$ cat config.mk
export PLATFORM = sky130hd
export DESIGN_NAME = fetch_buffer_unit
export DESIGN_NICKNAME = d
export VERILOG_FILES = /design/src/rtl/fetch_pkg.sv /design/src/rtl/fetch_fifo.sv /design/src/rtl/fetch_buffer_unit.sv
export SDC_FILE = /design/constraint.sdc
export NUM_CORES = 1
export LEC_CHECK = 0
export CORE_MARGIN = 2
export CORE_UTILIZATION = 55
export DETAILED_ROUTE_END_ITERATION = 7
export MAX_ROUTING_LAYER = met4
export PLACE_DENSITY_LB_ADDON = 0.1
export SYNTH_ARGS = -nofsm -noshare
export SYNTH_HDL_FRONTEND = slang
export SYNTH_SLANG_ARGS = --single-unit
$ cat constraint.sdc
create_clock -name clk -period 21.6 [get_ports clk]
set_clock_uncertainty 0.15 [all_clocks]
set_input_delay 4.32 -clock clk [delete_from_list [all_inputs] [get_ports clk]]
set_output_delay 4.32 -clock clk [all_outputs]
set_load 0.03 [all_outputs]
$ cat src/rtl/fetch_pkg.sv
// Shared constants, entry type and pointer-width helper for the fetch stage.
package fetch_pkg;

    localparam int WORD_W      = 32;
    localparam int PC_INC      = 4;
    localparam int PC_READ_OFS = 8;

    typedef struct packed {
        logic [WORD_W-1:0] instr;
        logic [WORD_W-1:0] pc;
    } fetch_entry_t;

    function automatic int clog2(input int depth);
        int w;
        w = 0;
        while ((1 << w) < depth) w++;
        return w;
    endfunction

endpackage

$ cat src/rtl/fetch_fifo.sv
// Synchronous FIFO with flush; used for both the fetch tag queue and the instruction buffer.
module fetch_fifo
    import fetch_pkg::*;
#(
    parameter int DEPTH = 2,
    parameter int W     = 32,
    localparam int PW   = clog2(DEPTH)
) (
    input  logic          clk,
    input  logic          reset,
    input  logic          push,
    input  logic [W-1:0]  push_data,
    input  logic          pop,
    input  logic          flush,
    output logic [W-1:0]  head,
    output logic          full,
    output logic          empty,
    output logic [PW:0]   count
);

    logic [W-1:0] mem_q [DEPTH];
    logic [W-1:0] mem_d [DEPTH];
    logic [PW-1:0] wr_ptr_q, wr_ptr_d;
    logic [PW-1:0] rd_ptr_q, rd_ptr_d;
    logic [PW:0]   cnt_q, cnt_d;

    always_comb begin
        mem_d    = mem_q;
        wr_ptr_d = wr_ptr_q;
        rd_ptr_d = rd_ptr_q;
        cnt_d    = cnt_q;
        if (flush) begin
            wr_ptr_d = '0;
            rd_ptr_d = '0;
            cnt_d    = '0;
        end else begin
            // Pointers wrap naturally because DEPTH is a power of two.
            if (push) begin
                mem_d[wr_ptr_q] = push_data;
                wr_ptr_d        = wr_ptr_q + PW'(1);
            end
            if (pop) rd_ptr_d = rd_ptr_q + PW'(1);
            cnt_d = cnt_q + (PW+1)'(push) - (PW+1)'(pop);
        end
    end

    always_ff @(posedge clk) begin
        if (reset) begin
            wr_ptr_q <= '0;
            rd_ptr_q <= '0;
            cnt_q    <= '0;
        end else begin
            wr_ptr_q <= wr_ptr_d;
            rd_ptr_q <= rd_ptr_d;
            cnt_q    <= cnt_d;
        end
    end

    always_ff @(posedge clk) begin
        mem_q <= mem_d;
    end

    assign head  = mem_q[rd_ptr_q];
    assign full  = (cnt_q == (PW+1)'(DEPTH));
    assign empty = (cnt_q == '0);
    assign count = cnt_q;

endmodule

$ cat src/rtl/fetch_buffer_unit.sv
// Fetch stage: PC, credit-limited imem issue, in-order response buffering, redirect flush.
// Define FETCH_PERF_EN to add saturating stall/flush performance counters.
module fetch_buffer_unit
    import fetch_pkg::*;
#(
    parameter logic [31:0] RESET_PC   = 32'h0000_0000,
    parameter int          FIFO_DEPTH = 2
) (
    input  logic        clk,
    input  logic        reset,
    output logic        ImemReq,
    output logic [31:0] ImemAddr,
    input  logic        ImemGnt,
    input  logic        ImemRValid,
    input  logic [31:0] ImemRData,
    input  logic        RedirectValid,
    input  logic [31:0] RedirectPC,
    output logic        InstrValid,
    input  logic        InstrReady,
    output logic [31:0] Instr,
    output logic [31:0] InstrPC,
    output logic [31:0] PCPlus8
`ifdef FETCH_PERF_EN
    ,
    output logic [31:0] PerfStallCnt,
    output logic [31:0] PerfFlushCnt
`endif
);

    localparam int PW     = clog2(FIFO_DEPTH);
    localparam int CW     = PW + 1;
    localparam int DROP_W = 16;

    logic [WORD_W-1:0] pc_q, pc_d;
    logic [DROP_W-1:0] drop_q, drop_d;

    logic              grant;
    logic              keep_rsp;
    logic              pop_instr;
    logic [CW-1:0]     inflight;
    logic [CW-1:0]     ibuf_count;
    logic [CW:0]       credit_used;
    logic [WORD_W-1:0] tag_pc;
    fetch_entry_t      ibuf_head;
    logic              ibuf_empty;
    logic              tag_full, tag_empty, ibuf_full;
    logic              unused_flags;

    assign unused_flags = ^{tag_full, tag_empty, ibuf_full};

    // Tag-queue occupancy is the live inflight count: pushed at grant, popped by
    // kept responses, cleared on redirect (stale responses move to drop_q).
    fetch_fifo #(.DEPTH(FIFO_DEPTH), .W(WORD_W)) u_tag_q (
        .clk       (clk),
        .reset     (reset),
        .push      (grant),
        .push_data (pc_q),
        .pop       (keep_rsp),
        .flush     (RedirectValid),
        .head      (tag_pc),
        .full      (tag_full),
        .empty     (tag_empty),
        .count     (inflight)
    );

    fetch_fifo #(.DEPTH(FIFO_DEPTH), .W($bits(fetch_entry_t))) u_ibuf (
        .clk       (clk),
        .reset     (reset),
        .push      (keep_rsp),
        .push_data ({ImemRData, tag_pc}),
        .pop       (pop_instr),
        .flush     (RedirectValid),
        .head      (ibuf_head),
        .full      (ibuf_full),
        .empty     (ibuf_empty),
        .count     (ibuf_count)
    );

    assign credit_used = {1'b0, inflight} + {1'b0, ibuf_count};
    assign ImemReq     = !reset && !RedirectValid && (credit_used < (CW+1)'(FIFO_DEPTH));
    assign ImemAddr    = pc_q;
    assign grant       = ImemReq && ImemGnt;
    assign keep_rsp    = ImemRValid && (drop_q == '0) && !RedirectValid;
    assign InstrValid  = !reset && !ibuf_empty;
    assign pop_instr   = InstrValid && InstrReady && !RedirectValid;
    assign Instr       = ibuf_head.instr;
    assign InstrPC     = ibuf_head.pc;
    assign PCPlus8     = ibuf_head.pc + WORD_W'(PC_READ_OFS);

    always_comb begin
        pc_d   = pc_q;
        drop_d = drop_q;
        if (RedirectValid) begin
            pc_d   = RedirectPC & ~32'd3;
            drop_d = drop_q + DROP_W'(inflight) - DROP_W'(ImemRValid);
        end else begin
            if (grant) pc_d = pc_q + WORD_W'(PC_INC);
            if (ImemRValid && (drop_q != '0)) drop_d = drop_q - DROP_W'(1);
        end
    end

    always_ff @(posedge clk) begin
        if (reset) begin
            pc_q   <= RESET_PC;
            drop_q <= '0;
        end else begin
            pc_q   <= pc_d;
            drop_q <= drop_d;
        end
    end

`ifdef FETCH_PERF_EN
    logic [31:0] stall_cnt_q, stall_cnt_d;
    logic [31:0] flush_cnt_q, flush_cnt_d;

    always_comb begin
        stall_cnt_d = stall_cnt_q;
        flush_cnt_d = flush_cnt_q;
        if (InstrValid && !InstrReady && (stall_cnt_q != '1)) stall_cnt_d = stall_cnt_q + 32'd1;
        if (RedirectValid && (flush_cnt_q != '1)) flush_cnt_d = flush_cnt_q + 32'd1;
    end

    always_ff @(posedge clk) begin
        if (reset) begin
            stall_cnt_q <= '0;
            flush_cnt_q <= '0;
        end else begin
            stall_cnt_q <= stall_cnt_d;
            flush_cnt_q <= flush_cnt_d;
        end
    end

    assign PerfStallCnt = stall_cnt_q;
    assign PerfFlushCnt = flush_cnt_q;
`endif

endmodule

### Hierarchy map of the flops

The bar under the picture is 50 microns long. Other sequential cells in the stronger gray, the rest of the logic in the fainter gray.
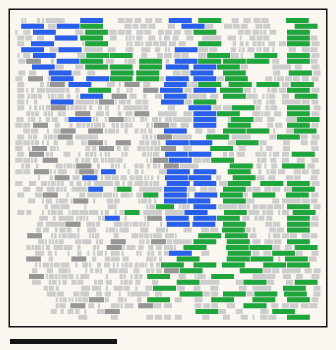
legend:
  `u_ibuf`:
    color: green
    flops: 128
  `u_tag_q`:
    color: blue
    flops: 64

### Wires at chosen ports, followed through buffers

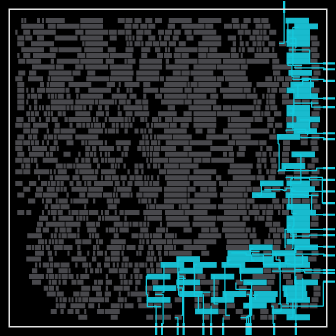
legend:
  `ImemRData`:
    color: cyan
    bits: 32
    direction: input
    edge: 19 right, 12 bottom, 1 top
    end_cells: 64
    buffers: 32
    wire: 1220 microns
Ports: 200
# port buffers: 191

==> CHANGELOG.md <==
## Flow update

* Status: finished, final reports clean
* Fillers at 1449
* Cell area after placement at 13500 sq um
* Async SR Flop Fraction at 0
* Chip width at 148 microns
* Top reg by flops: u_ibuf.mem_q
* Reg area at 6610 sq um
* Sequential power share at 0.417
* Pwr dens at 88.4 nW/um^2
* Vias in the first global route at 7442
* Max Cap Violations at 0
* Vias per cell at 5.51
* Top power group: sequential cells
* Fmax at 93.6 MHz
* Clk Latency, worst-skew pair at 0.50 ns
* CP Max Fanout at 45
* Clock root buffer master: clkbuf_16
* Flop count at 238
* Critical path class: input pin to primary output
* Cell area after layout at 14300 sq um
* Post-layout total power at 1.26 mW
* Mi-comb count at 599
* Highest routed layer: met4
* Clock Pin Slew Worst Setup and Hold Paths at 0.05 ns
* Area occupied by multi-input gates at 4370 sq um
* CTS tree: done
* Area grow syn2layout at 25.8%
* CP Cell Sequence: clkdlybuf4s50_1, buf_4, nor4_4, clkdlybuf4s50_1
* RSZ-0062 raised after global routing: no
* Core Util at FP at 0.562
* Min-Delay Startpoint: ImemAddr[26]
* Max-slew violation count at 0
* Biggest area cells: edfxtp_1 49%, dfxtp_1 9.5%, mux2_2 8.3%
* CP Launch Point: reset
* Clk cell area share at 0.0568
* Buffer share of cell area at 0.138
* Well-tap cell count at 270
* Seq area share at 0.462
* Gr usage total at 0.228
* Post-synthesis simple-gate area fraction at 0.114
* Maximum vdd drop at 0.0642 mV
* Hold endpoint: u_tag_q.mem_q[58]
* H-tree lvl count at 1
* CTS Sinks at 238
### Logic cells by family

The bar under the picture is 50 microns long.
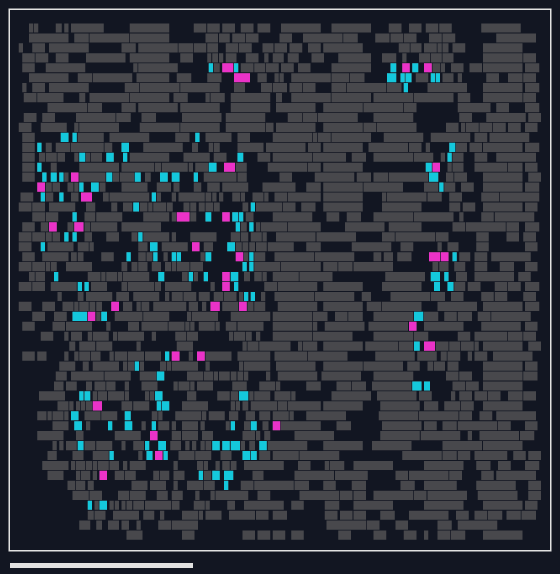
legend:
  nand cells:
    color: cyan
    cells: 117
  and/or cells:
    color: magenta
    cells: 32
    where: widely spread
logic share of the area: 0.306
Layout Cells excl Fill: 1404
most frequent logic cell in the layout: clkdlybuf4s50_1

No activity file was given, so power comes from the tool's default toggle rates.
